run_1/pins.png
Bar = 50 µm. Pins as bars across the die edge, other pins in grey.
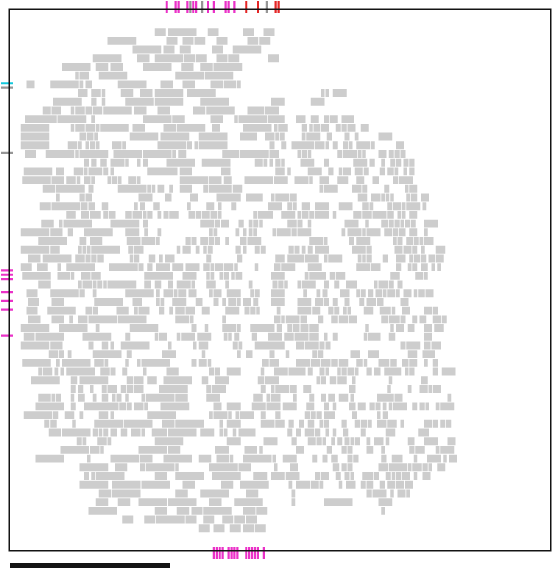
run_1/final_placement.png
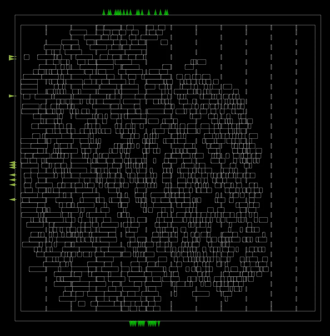
run_1/density.png
The die is cut into 17 by 17 equal tiles; white is low, dark blue is high, 0 to 100% covered.
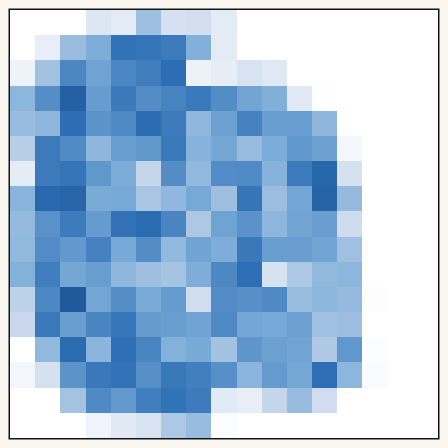
## src/rtl/blink_period_decoder.sv

```systemverilog
// Blink-line interval decoder: times edge-to-edge periods and maps them back to a 4-bit speed index.
// Latency: idx_valid k+1 clk after edge_det for a match at index k; edge_det trails blink_in by 3 clk.
// No backpressure (pulsed outputs). Optional BLINK_DEC_CONFIRM_EN requires two equal matches before a pulse.
module blink_period_decoder #(
  parameter int unsigned SCALE_DIV = 1,
  parameter int unsigned TOL_SHIFT = 4
) (
  input  logic        clk,
  input  logic        rst_n,
  input  logic        blink_in,
  output logic [3:0]  idx_o,
  output logic        idx_valid,
  output logic        locked,
  output logic        err,
  output logic [31:0] period_o
);

  typedef enum logic [1:0] {S_IDLE, S_MEASURE, S_SEARCH} state_t;

  function automatic logic [31:0] f_base(input logic [3:0] i);
    case (i)
      4'd0:    f_base = 32'd12_500_000;
      4'd1:    f_base = 32'd25_000_000;
      4'd2:    f_base = 32'd50_000_000;
      4'd3:    f_base = 32'd100_000_000;
      4'd4:    f_base = 32'd150_000_000;
      4'd5:    f_base = 32'd200_000_000;
      4'd6:    f_base = 32'd300_000_000;
      4'd7:    f_base = 32'd400_000_000;
      4'd8:    f_base = 32'd600_000_000;
      4'd9:    f_base = 32'd800_000_000;
      4'd10:   f_base = 32'd1_000_000_000;
      4'd11:   f_base = 32'd1_200_000_000;
      4'd12:   f_base = 32'd1_500_000_000;
      4'd13:   f_base = 32'd2_000_000_000;
      4'd14:   f_base = 32'd2_500_000_000;
      default: f_base = 32'd3_000_000_000;
    endcase
  endfunction

  function automatic logic [31:0] f_entry(input logic [3:0] i);
    f_entry = f_base(i) / SCALE_DIV;
  endfunction

  localparam logic [31:0] E15      = f_entry(4'd15);
  localparam logic [32:0] TMO_LIM  = {1'b0, E15} + {1'b0, (E15 >> TOL_SHIFT)};

  logic        r_sync1, r_sync2, r_edge;
  logic [31:0] r_cnt;
  logic [31:0] r_period;
  logic [3:0]  r_i;
  state_t      r_state;
`ifdef BLINK_DEC_CONFIRM_EN
  logic [3:0]  r_cand;
  logic        r_cand_vld;
`endif

  logic        w_edge;
  logic [31:0] w_entry;
  logic [31:0] w_win;
  logic [32:0] w_diff;
  logic        w_hit;
  logic        w_timeout;

  assign w_edge    = r_sync2 ^ r_edge;
  assign w_entry   = f_entry(r_i);
  assign w_win     = w_entry >> TOL_SHIFT;
  assign w_diff    = (r_period >= w_entry) ? ({1'b0, r_period} - {1'b0, w_entry})
                                           : ({1'b0, w_entry} - {1'b0, r_period});
  assign w_hit     = (w_diff <= {1'b0, w_win});
  assign w_timeout = ({1'b0, r_cnt} > TMO_LIM);

  always_ff @(posedge clk or negedge rst_n) begin
    if (!rst_n) begin
      r_sync1 <= 1'b0;
      r_sync2 <= 1'b0;
      r_edge  <= 1'b0;
      r_cnt   <= 32'd0;
    end else begin
      r_sync1 <= blink_in;
      r_sync2 <= r_sync1;
      r_edge  <= r_sync2;
      if (w_edge)
        r_cnt <= 32'd1;
      else if (r_cnt != 32'hFFFF_FFFF)
        r_cnt <= r_cnt + 32'd1;
    end
  end

  always_ff @(posedge clk or negedge rst_n) begin
    if (!rst_n) begin
      r_state    <= S_IDLE;
      r_i        <= 4'd0;
      r_period   <= 32'd0;
      idx_o      <= 4'd0;
      idx_valid  <= 1'b0;
      locked     <= 1'b0;
      err        <= 1'b0;
      period_o   <= 32'd0;
`ifdef BLINK_DEC_CONFIRM_EN
      r_cand     <= 4'd0;
      r_cand_vld <= 1'b0;
`endif
    end else begin
      idx_valid <= 1'b0;
      err       <= 1'b0;
      case (r_state)
        S_IDLE: begin
          if (w_edge)
            r_state <= S_MEASURE;
        end
        S_MEASURE: begin
          if (w_edge) begin
            r_period <= r_cnt;
            r_i      <= 4'd0;
            r_state  <= S_SEARCH;
          end else if (w_timeout) begin
            err     <= 1'b1;
            locked  <= 1'b0;
            r_state <= S_IDLE;
`ifdef BLINK_DEC_CONFIRM_EN
            r_cand_vld <= 1'b0;
`endif
          end
        end
        S_SEARCH: begin
          // A new edge beats the compare: the running search is stale.
          if (w_edge) begin
            err      <= 1'b1;
            locked   <= 1'b0;
            r_period <= r_cnt;
            r_i      <= 4'd0;
`ifdef BLINK_DEC_CONFIRM_EN
            r_cand_vld <= 1'b0;
`endif
          end else if (w_hit) begin
`ifdef BLINK_DEC_CONFIRM_EN
            if (r_cand_vld && (r_cand == r_i)) begin
              idx_o     <= r_i;
              period_o  <= r_period;
              idx_valid <= 1'b1;
              locked    <= 1'b1;
            end else begin
              r_cand     <= r_i;
              r_cand_vld <= 1'b1;
            end
`else
            idx_o     <= r_i;
            period_o  <= r_period;
            idx_valid <= 1'b1;
            locked    <= 1'b1;
`endif
            r_state <= S_MEASURE;
          end else if (r_i == 4'd15) begin
            err      <= 1'b1;
            locked   <= 1'b0;
            period_o <= r_period;
            r_state  <= S_MEASURE;
`ifdef BLINK_DEC_CONFIRM_EN
            r_cand_vld <= 1'b0;
`endif
          end else begin
            r_i <= r_i + 4'd1;
          end
        end
        default: r_state <= S_IDLE;
      endcase
    end
  end

endmodule

```

## config.mk

```make
export PLATFORM = sky130hd
export DESIGN_NAME = blink_period_decoder
export DESIGN_NICKNAME = d
export VERILOG_FILES = /design/src/rtl/blink_period_decoder.sv
export SDC_FILE = /design/constraint.sdc
export NUM_CORES = 1
export LEC_CHECK = 0
export CORE_MARGIN = 3
export CORE_UTILIZATION = 35
export DETAILED_ROUTE_END_ITERATION = 7
export PLACE_DENSITY_LB_ADDON = 0.3
export SLEW_MARGIN = 5
export SYNTH_ARGS = -nofsm -noshare
export SYNTH_HDL_FRONTEND = slang
export SYNTH_SLANG_ARGS = --single-unit
```

## constraint.sdc

```tcl
create_clock -name clk -period 7.35 [get_ports clk]
set_input_delay 1.47 -clock clk [delete_from_list [all_inputs] [get_ports clk]]
set_output_delay 1.47 -clock clk [all_outputs]
set_load 0.02 [all_outputs]
```

==> flow_metrics.env, run 1 <==
# implementation run metrics
export IMPL_top_usage_layer="met2"
export IMPL_num_nonclk_buffers=76
export IMPL_most_common_cell="dfrtp_1"
export IMPL_cp_max_fo=15
export IMPL_place_hpwl_um=22790
export IMPL_grt_pass1_wl_um=44640
export IMPL_required_ns=7.58
export IMPL_final_hold_violation_count=0
export IMPL_clkPwrFrac_pct=14.9
export IMPL_gp_congestion=1.029
export IMPL_switching_power_w=0.001566
export IMPL_powerComb_w=0.00215
export IMPL_fmax_ghz=0.1421
export IMPL_maxSlewHeadroom_pct=42.27
export IMPL_routed_wl_um=28370
export IMPL_outcome="complete, no violations"
export IMPL_cp_top_family="AND-OR/OR-AND gates"
export IMPL_drt_pass1_iter_count=5
export IMPL_setup_slack_ns=0.3109
export IMPL_clk_pin_slew_ns=0.07
export IMPL_diodes=0
export IMPL_final_cell_area_um2=10480
export IMPL_nClkBuffers=11
export IMPL_layout_top_cells="111 x dfrtp_1, 100 x a21oi_1, 97 x nand2_1"
export IMPL_antenna_found_initial=0
export IMPL_reg2reg_depth=25
export IMPL_ctsHoldBuffers=0
export IMPL_num_vias=8215
export IMPL_startpoint_type="register"
export IMPL_die_area_um2=28480
export IMPL_wl_met3_um=1470
export IMPL_warnings=66
export IMPL_common_cells="112 x dfrtp_1, 101 x a21oi_1, 100 x ha_1, 97 x nand2_1, 92 x nor2_1"
export IMPL_yosys_top_cells_area="dfrtp_1 30%, ha_1 13%, a21oi_1 5.5%, nand2_1 3.9%, mux2_1 3.9%"
export IMPL_nMultiInputCombCells=834
export IMPL_cts_root_buf="clkbuf_16"
export IMPL_largest_area_cell="dfrtp_1"
export IMPL_dr_wl_met2_um=13410
export IMPL_yosysSeqAreaShare_pct=30.23
export IMPL_postCtsSetupBuffers=0
export IMPL_use_met3_pct=1.985
export IMPL_powerDensity_nw_per_um2=318.5
export IMPL_buffer_area_share_pct=6.519
export IMPL_hp_class="reg2reg"
export IMPL_synthArstFlopShare_pct=100.0
export IMPL_track_usage_pct=19.68
export IMPL_powerClk_w=0.000497
export IMPL_period_used_pct=95.77
About pins.png:
port	colour	pins	direction	edge
clk	cyan	1	input	left
period_o	magenta	32	output	14 bottom, 11 top, 7 left
idx_o	red	4	output	top
port bufs: 41
Die W: 168.8 µm
Chip Height: 168.8 µm

About final_placement.png:
core box area: 25620 µm²
Seq/total area: 26.75%

About density.png:
fullest tile	83%
emptiest ninth of the die	top right
nearly empty tiles	29%
mean over tiles	35%
tiles over 75% full	4.2%
fin util: 40.91%
fp util: 36.19%

==> inputs of run 2 (changes only) <==
--- a/config.mk
+++ b/config.mk
@@ -8,7 +8,6 @@
 export CORE_MARGIN = 3
 export CORE_UTILIZATION = 35
 export DETAILED_ROUTE_END_ITERATION = 7
-export PLACE_DENSITY_LB_ADDON = 0.3
 export SLEW_MARGIN = 5
 export SYNTH_ARGS = -nofsm -noshare
 export SYNTH_HDL_FRONTEND = slang
run_2/final_placement.png
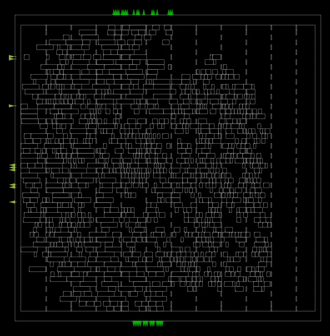
num rows: 58
fin util: 41.18%
final sequential cell count: 112

==> run 2 against run 1 <==
Via count fell by 0.77%. Critical endpoint is now period_o[2]. Utilization is 0.27 points higher. Maximum frequency grew 0.30%. Worst setup slack improved by 0.021 ns.
==> flow_metrics.env, run 2 <==
# implementation run metrics
export IMPL_outcome="complete, no violations"
export IMPL_clkPwrFrac_pct=14.9
export IMPL_wl_met3_um=1466
export IMPL_ctsHoldBuffers=0
export IMPL_powerClk_w=0.000492
export IMPL_num_nonclk_buffers=82
export IMPL_use_met3_pct=2.592
export IMPL_cp_top_family="simple AND/OR/NAND/NOR gates"
export IMPL_most_common_cell="dfrtp_1"
export IMPL_final_cell_area_um2=10550
export IMPL_reg2reg_depth=29
export IMPL_clk_pin_slew_ns=0.07
export IMPL_postCtsSetupBuffers=0
export IMPL_die_area_um2=28480
export IMPL_cts_root_buf="clkbuf_16"
export IMPL_largest_area_cell="dfrtp_1"
export IMPL_nClkBuffers=10
export IMPL_final_hold_violation_count=0
export IMPL_core_area_um2=25620
export IMPL_grt_pass1_wl_um=45430
export IMPL_nMultiInputCombCells=834
export IMPL_buffer_area_share_pct=7.021
export IMPL_drt_pass1_iter_count=5
export IMPL_powerComb_w=0.00212
export IMPL_die_y_um=168.8
export IMPL_yosys_top_cells_area="dfrtp_1 30%, ha_1 13%, a21oi_1 5.5%, nand2_1 3.9%, mux2_1 3.9%"
export IMPL_routed_wl_um=28540
export IMPL_common_cells="112 x dfrtp_1, 101 x a21oi_1, 100 x ha_1, 97 x nand2_1, 92 x nor2_1"
export IMPL_yosysSeqAreaShare_pct=30.23
export IMPL_required_ns=7.58
export IMPL_dr_wl_met2_um=13370
export IMPL_initial_core_util_pct=36.19
export IMPL_startpoint_type="register"
